===== src/rtl/safety_island_boot_ctrl.sv =====
// rtl/safety_island_boot_ctrl.sv - safety island boot control registers and boot FSM
//
// Purpose: small register block (BOOTADDR, FETCHEN, CORESTATUS, BOOTMODE)
// behind a simple valid/ready register bus, plus the FSM that decides when
// the safety core may start fetching.
//
// Ports:
//   clk_i, rst_ni      clock, asynchronous active-low reset
//   bootmode_i         boot strap (01 = Preloaded, anything else = Jtag)
//   reg_valid_i        request valid, held with addr/data until reg_ready_o
//   reg_write_i        1 = write, 0 = read
//   reg_addr_i         byte address, bits [11:2] select the register
//   reg_wdata_i        write data
//   reg_wstrb_i        write byte enables
//   reg_ready_o        one-cycle response strobe
//   reg_rdata_o        read data (0 outside the ready cycle)
//   reg_error_o        error response, qualified by reg_ready_o
//   boot_addr_o        current BOOTADDR
//   fetch_en_o         core fetch enable (high only in RUN)
//   eoc_o              end-of-computation flag, CORESTATUS[31]
module safety_island_boot_ctrl #(
  parameter logic [31:0] BootAddrDefault = 32'h0000_1080,
  parameter int unsigned AddrWidth       = 32
) (
  input  logic                 clk_i,
  input  logic                 rst_ni,
  input  logic [1:0]           bootmode_i,
  input  logic                 reg_valid_i,
  input  logic                 reg_write_i,
  input  logic [AddrWidth-1:0] reg_addr_i,
  input  logic [31:0]          reg_wdata_i,
  input  logic [3:0]           reg_wstrb_i,
  output logic                 reg_ready_o,
  output logic [31:0]          reg_rdata_o,
  output logic                 reg_error_o,
  output logic [31:0]          boot_addr_o,
  output logic                 fetch_en_o,
  output logic                 eoc_o
);

  typedef enum logic [2:0] {
    StReset    = 3'd0,
    StSample   = 3'd1,
    StWaitJtag = 3'd2,
    StWaitLoad = 3'd3,
    StRun      = 3'd4,
    StHalt     = 3'd5
  } state_e;

  state_e      state_q, state_d;
  logic        mode_q, mode_d;      // 1 = Preloaded, 0 = Jtag
  logic        ready_q, ready_d;
  logic [31:0] bootaddr_q, bootaddr_d;
  logic [31:0] corestatus_q, corestatus_d;

  logic [9:0]  word_idx;
  logic        sel_bootaddr, sel_fetchen, sel_corestatus, sel_bootmode;
  logic        bus_err, commit;
  logic        fe_wr, boot_wr;
  logic [31:0] wmask, rdata_mux;
  logic        unused_addr;

  assign word_idx       = reg_addr_i[11:2];
  assign unused_addr    = ^{reg_addr_i[AddrWidth-1:12], reg_addr_i[1:0]};
  assign sel_bootaddr   = (word_idx == 10'd0);
  assign sel_fetchen    = (word_idx == 10'd1);
  assign sel_corestatus = (word_idx == 10'd2);
  assign sel_bootmode   = (word_idx == 10'd3);

  assign bus_err = ~(sel_bootaddr | sel_fetchen | sel_corestatus | sel_bootmode)
                 | (sel_bootmode & reg_write_i);

  // Writes land on the edge that closes the ready cycle.
  assign commit  = ready_q & reg_valid_i & reg_write_i & ~bus_err;
  assign fe_wr   = commit & sel_fetchen & reg_wstrb_i[0];
  assign boot_wr = commit & sel_bootaddr & (|reg_wstrb_i);
  assign wmask   = {{8{reg_wstrb_i[3]}}, {8{reg_wstrb_i[2]}},
                    {8{reg_wstrb_i[1]}}, {8{reg_wstrb_i[0]}}};

  // A ready cycle is always followed by an idle cycle, even if valid stays high.
  assign ready_d = reg_valid_i & ~ready_q;

  assign bootaddr_d   = (commit & sel_bootaddr)
                      ? ((bootaddr_q & ~wmask) | (reg_wdata_i & wmask)) : bootaddr_q;
  assign corestatus_d = (commit & sel_corestatus)
                      ? ((corestatus_q & ~wmask) | (reg_wdata_i & wmask)) : corestatus_q;

  always_comb begin
    state_d = state_q;
    mode_d  = mode_q;
    unique case (state_q)
      StReset:  state_d = StSample;
      StSample: begin
        mode_d  = (bootmode_i == 2'b01);
        state_d = (bootmode_i == 2'b01) ? StWaitLoad : StWaitJtag;
      end
      StWaitJtag: if (fe_wr && reg_wdata_i[0])  state_d = StRun;
      StWaitLoad: if (boot_wr)                  state_d = StRun;
      StRun:      if (fe_wr && !reg_wdata_i[0]) state_d = StHalt;
      StHalt:     if (fe_wr && reg_wdata_i[0])  state_d = StRun;
      default:    state_d = StReset;
    endcase
  end

  always_ff @(posedge clk_i or negedge rst_ni) begin
    if (!rst_ni) begin
      state_q      <= StReset;
      mode_q       <= 1'b0;
      ready_q      <= 1'b0;
      bootaddr_q   <= BootAddrDefault;
      corestatus_q <= 32'h0;
    end else begin
      state_q      <= state_d;
      mode_q       <= mode_d;
      ready_q      <= ready_d;
      bootaddr_q   <= bootaddr_d;
      corestatus_q <= corestatus_d;
    end
  end

  // FETCHEN has no storage of its own: it is the RUN state.
  assign fetch_en_o = (state_q == StRun);

  always_comb begin
    rdata_mux = 32'h0;
    if (sel_bootaddr)   rdata_mux = bootaddr_q;
    if (sel_fetchen)    rdata_mux = {31'h0, fetch_en_o};
    if (sel_corestatus) rdata_mux = corestatus_q;
    if (sel_bootmode)   rdata_mux = {30'h0, 1'b0, mode_q};
  end

  assign reg_ready_o = ready_q;
  assign reg_error_o = ready_q & bus_err;
  assign reg_rdata_o = (ready_q & ~reg_write_i & ~bus_err) ? rdata_mux : 32'h0;
  assign boot_addr_o = bootaddr_q;
  assign eoc_o       = corestatus_q[31];

endmodule

===== config.mk =====
export PLATFORM = sky130hd
export DESIGN_NAME = safety_island_boot_ctrl
export DESIGN_NICKNAME = d
export VERILOG_FILES = /design/src/rtl/safety_island_boot_ctrl.sv
export SDC_FILE = /design/constraint.sdc
export NUM_CORES = 1
export LEC_CHECK = 0
export ABC_AREA = 1
export ABC_CLOCK_PERIOD_IN_PS = 1500
export CAP_MARGIN = 20
export CORE_MARGIN = 5
export CORE_UTILIZATION = 40
export DETAILED_ROUTE_END_ITERATION = 12
export PLACE_DENSITY = 0.86
export SYNTH_ARGS = -nofsm -noshare
export SYNTH_HDL_FRONTEND = slang
export SYNTH_SLANG_ARGS = --single-unit

===== constraint.sdc =====
create_clock -name clk_i -period 1.5 [get_ports clk_i]
set_clock_uncertainty 0.2 [all_clocks]
set_input_delay 0.15 -clock clk_i [delete_from_list [all_inputs] [get_ports clk_i]]
set_output_delay 0.15 -clock clk_i [all_outputs]
set_load 0.02 [all_outputs]

**Cell placement**

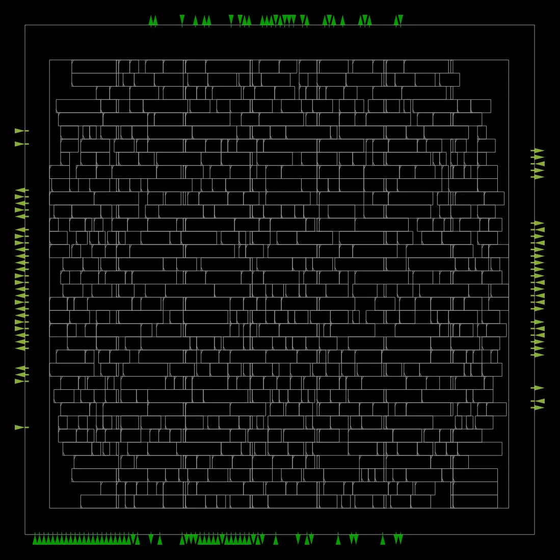
flop share of the area: 23.05%
Seq Cell Count: 69
final cell count without fillers: 760

**Wiring by layer**

Bar = 20 um. Two of the layers only.
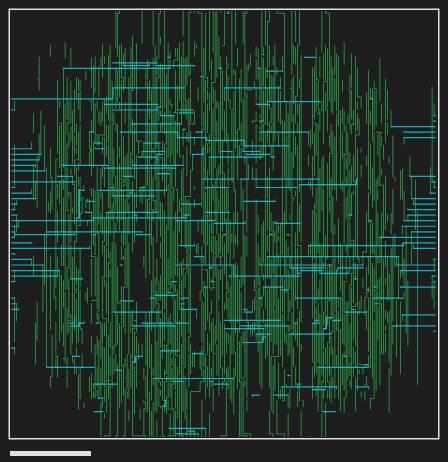
[met2] green | wire length: 9860 um
[met3] cyan | wire length: 1290 um
DRT Wirelength: 19.14 mm
Wirelength per Cell: 25.19 um
GRT Total Usage: 28.65%
count of vias placed by the detailed router: 4503

**Layout detail**

Bar = 20 um. Region (1, 1) to (51, 51) um. Cells in gray, sequential cells in the stronger gray; small squares are vias.
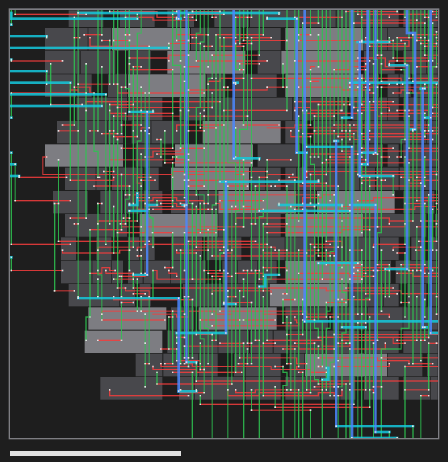
[met1] red
[met2] green
[met4] blue
[met3] cyan
netlist names of flops here include: state_q (3)
sequential cells in the window: 20
most frequent: dfrtp_1 (19), buf_6 (16), buf_4 (15)
cells with their middle in the window: 165

==> impl_metrics.xml <==
<?xml version="1.0" encoding="UTF-8"?>
<metrics>
  <group name="global_route">
    <metric name="antenna_found_initial" unit="">0</metric>
    <metric name="vias_in_the_first_global_route" unit="">4666</metric>
    <metric name="global_route.usage.met3" unit="%">6.658</metric>
    <metric name="grt_first_pass_wirelength" unit="mm">25.12</metric>
    <metric name="grt.met2_usage" unit="%">49.69</metric>
    <metric name="globalRouteOverflowTotal" unit="">0</metric>
    <metric name="grt.busiest_layer" unit="">met2</metric>
    <metric name="global_route.usage.met1" unit="%">31.08</metric>
    <metric name="grt_max_degree" unit="">70</metric>
  </group>
  <group name="worst_setup_path">
    <metric name="critical_path_arrival" unit="ns">1.65</metric>
    <metric name="ff2ff_path_depth" unit="">10</metric>
    <metric name="critical_path_buf_inv_count" unit="">5</metric>
    <metric name="crit_path_end" unit="">reg_rdata_o[0]</metric>
    <metric name="timing.critical_path.max_delay_family" unit="">buffers and inverters</metric>
    <metric name="crit_cells" unit="">9</metric>
    <metric name="worst_setup_slack_for_register_to_register_paths" unit="ns">-0.40</metric>
    <metric name="crit_path_max_fanout" unit="">13</metric>
    <metric name="most_used_cell_along_the_critical_path" unit="">sky130_fd_sc_hd__buf_4</metric>
    <metric name="cp.required" unit="ns">1.15</metric>
    <metric name="worstPathCellList" unit="">clkdlybuf4s15_1, buf_4, buf_12, inv_1, nand2_4, nor2_4, nand2_2, a31oi_2, buf_4</metric>
    <metric name="critPathSlowestCell" unit="">sky130_fd_sc_hd__clkdlybuf4s15_1</metric>
    <metric name="worst_setup_path_end_kind" unit="">primary output</metric>
    <metric name="critPathLaunchType" unit="">input port</metric>
    <metric name="worst-setup-path-type" unit="">in2out</metric>
    <metric name="crit-reg2reg-launch" unit="">reg_ready_o</metric>
    <metric name="crit_path_max_incr_delay" unit="ns">0.31</metric>
    <metric name="cp-startpoint" unit="">reg_addr_i[3]</metric>
  </group>
  <group name="run">
    <metric name="stage_log_warnings" unit="">51</metric>
    <metric name="cap_violations" unit="">0</metric>
  </group>
  <group name="layout">
    <metric name="num-nonclk-buffers" unit="">232</metric>
    <metric name="finish.net_count" unit="">721</metric>
    <metric name="most-common-layout-cells" unit="">sky130_fd_sc_hd__dfrtp_1, sky130_fd_sc_hd__buf_4, sky130_fd_sc_hd__nand2_4</metric>
    <metric name="nonClkBufAreaFrac" unit="%">32.63</metric>
    <metric name="inv_count" unit="">45</metric>
    <metric name="area.share.combinational" unit="%">36.66</metric>
    <metric name="final_core_util" unit="%">85.68</metric>
    <metric name="antenna_cells" unit="">0</metric>
    <metric name="fill_cells" unit="">421</metric>
    <metric name="clkbuf_count" unit="">12</metric>
    <metric name="area_delta_synth_final" unit="%">107.4</metric>
    <metric name="layout.clock.cell_area_share" unit="%">3.199</metric>
    <metric name="multiInputCombCellCount" unit="">290</metric>
    <metric name="biggestCellCategory" unit="">combinational gates</metric>
    <metric name="post_route_cells_drive_above_1_share" unit="%">63.65</metric>
    <metric name="final_area" unit="um2">7508</metric>
    <metric name="regArea" unit="um2">1730</metric>
    <metric name="multi_input_comb_area" unit="um2">2753</metric>
  </group>
  <group name="floorplanning">
    <metric name="fp.dieW" unit="um">105.1</metric>
    <metric name="fp.dieH" unit="um">105.1</metric>
    <metric name="fp.dieArea" unit="um2">11060</metric>
    <metric name="number_of_ports_placed_on_the_die_boundary" unit="">142</metric>
    <metric name="floorplan.core_area" unit="um2">8763</metric>
    <metric name="fp-row-count" unit="">34</metric>
    <metric name="floorplan.tapcells" unit="">108</metric>
    <metric name="floorplan.initialDensity" unit="%">41.32</metric>
  </group>
  <group name="synthesis">
    <metric name="yosys.cell_types.count" unit="">25</metric>
    <metric name="post-synth-top-area-fraction" unit="%">46.30</metric>
    <metric name="yosys.area_share.adder" unit="%">0</metric>
    <metric name="synth_stat.cells" unit="">425</metric>
    <metric name="largest_area_cell" unit="">sky130_fd_sc_hd__dfrtp_1</metric>
    <metric name="synth_top_cells_by_count" unit="">sky130_fd_sc_hd__nand2_1, sky130_fd_sc_hd__dfrtp_1, sky130_fd_sc_hd__o21ai_2</metric>
    <metric name="syn_area_per_cell" unit="um2">8.520</metric>
    <metric name="synthTopCellsByArea" unit="">sky130_fd_sc_hd__dfrtp_1, sky130_fd_sc_hd__nand2_1, sky130_fd_sc_hd__o21ai_2, sky130_fd_sc_hd__nand4_1, sky130_fd_sc_hd__inv_1</metric>
    <metric name="syn-num-nets" unit="">499</metric>
    <metric name="yosys.area_share.xor_xnor" unit="%">0</metric>
    <metric name="synth-async-reset-ratio" unit="%">100.0</metric>
    <metric name="post_synth_inst_count" unit="">425</metric>
    <metric name="dominantRegCellSynth" unit="">sky130_fd_sc_hd__dfrtp_1</metric>
    <metric name="netlist_area" unit="um2">3621</metric>
    <metric name="synthTopLogicFamily" unit="">simple AND/OR/NAND/NOR gates</metric>
    <metric name="synth-edff-count" unit="">0</metric>
    <metric name="yosys.area_share.aoi" unit="%">19.11</metric>
    <metric name="synth-simple-area-share" unit="%">23.91</metric>
    <metric name="post_synth_mux_area_share" unit="%">0</metric>
    <metric name="top_cell" unit="">sky130_fd_sc_hd__nand2_1</metric>
    <metric name="ys_seq_share" unit="%">47.75</metric>
    <metric name="yosys-stat-area" unit="um2">3621</metric>
    <metric name="yosys_warnings" unit="">0</metric>
    <metric name="ys_seq_elements" unit="">69</metric>
  </group>
  <group name="final_timing">
    <metric name="rsz0062_at_grt" unit="">true</metric>
    <metric name="timing_max_transition_violations_final" unit="">0</metric>
    <metric name="final_setup_violations" unit="">102</metric>
    <metric name="tns" unit="ns">-31.85</metric>
    <metric name="fmax" unit="MHz">501.0</metric>
    <metric name="max_slew.worst_pin.slew" unit="ns">0.4268</metric>
    <metric name="finalWorstPathRequiredPeriod" unit="ns">1.996</metric>
    <metric name="report.final.hold_viol_count" unit="">0</metric>
    <metric name="hold_slack" unit="ns">0.1545</metric>
    <metric name="finalCritPeriodShare" unit="%">133.1</metric>
    <metric name="worst_slack" unit="ns">-0.4959</metric>
    <metric name="relSlewSlack" unit="%">71.29</metric>
  </group>
  <group name="placement">
    <metric name="preCtsSetupSlack" unit="ns">-1.182</metric>
    <metric name="dp_hpwl" unit="mm">8.091</metric>
    <metric name="port_buffers" unit="">119</metric>
    <metric name="dpl.cell_count" unit="">692</metric>
    <metric name="globalplace.congestion" unit="">0.8680</metric>
    <metric name="postPlaceCellArea" unit="um2">5743</metric>
  </group>
  <group name="power_and_ir_drop">
    <metric name="power.clock.total" unit="mW">1.93</metric>
    <metric name="comb_cell_power" unit="mW">1.26</metric>
    <metric name="vdd.ir_drop.worst" unit="V">0.0005766</metric>
    <metric name="power.share.combinational" unit="%">24.5</metric>
    <metric name="sequentialPower" unit="mW">1.95</metric>
    <metric name="share_clk_of_total_power" unit="%">37.5</metric>
    <metric name="power.density" unit="nW/um2">684.7</metric>
    <metric name="p_int" unit="mW">3.626</metric>
    <metric name="power.group.top" unit="">registers</metric>
    <metric name="power.share.sequential" unit="%">38.0</metric>
    <metric name="leakagePower" unit="nW">3.320</metric>
    <metric name="netSwitchingFraction" unit="%">29.47</metric>
    <metric name="p_total" unit="mW">5.141</metric>
    <metric name="switching_power" unit="mW">1.515</metric>
  </group>
  <group name="route">
    <metric name="top_layer" unit="">met4</metric>
    <metric name="drt-vias-per-instance" unit="">5.925</metric>
    <metric name="detailedRoute.firstIterationViolations" unit="">283</metric>
    <metric name="detail_route.first_pass.iterations" unit="">4</metric>
    <metric name="postRouteAntennaNets" unit="">0</metric>
    <metric name="wl_met3" unit="mm">1.292</metric>
    <metric name="detail_route.wirelength.met1" unit="mm">6.506</metric>
    <metric name="met2WireLength" unit="mm">9.860</metric>
    <metric name="route.detailed.drc" unit="">0</metric>
  </group>
  <group name="clocking">
    <metric name="cts_max_path_buffers" unit="">2</metric>
    <metric name="clock_pin_slew_on_the_worst_setup_and_hold_paths" unit="ns">0.08</metric>
    <metric name="count_of_hold_fix_buffers_inserted_at_cts" unit="">1</metric>
    <metric name="cts_setup_buffers" unit="">31</metric>
    <metric name="cts_made_buffers" unit="">9</metric>
    <metric name="ctsResizeCount" unit="">451</metric>
    <metric name="numClockSinks" unit="">69</metric>
    <metric name="clock_tree.htree_level_count" unit="">3</metric>
    <metric name="clk_root_buffer_cell" unit="">sky130_fd_sc_hd__clkbuf_8</metric>
    <metric name="clock_latency" unit="ns">0.35</metric>
    <metric name="cts_tree" unit="">done</metric>
  </group>
  <group name="outcome">
    <metric name="result_of_the_run" unit="">finished with violations</metric>
    <metric name="violated_checks" unit="">setup timing</metric>
  </group>
  <group name="hold_path">
    <metric name="worst_hold_path_type" unit="">in2async</metric>
  </group>
</metrics>
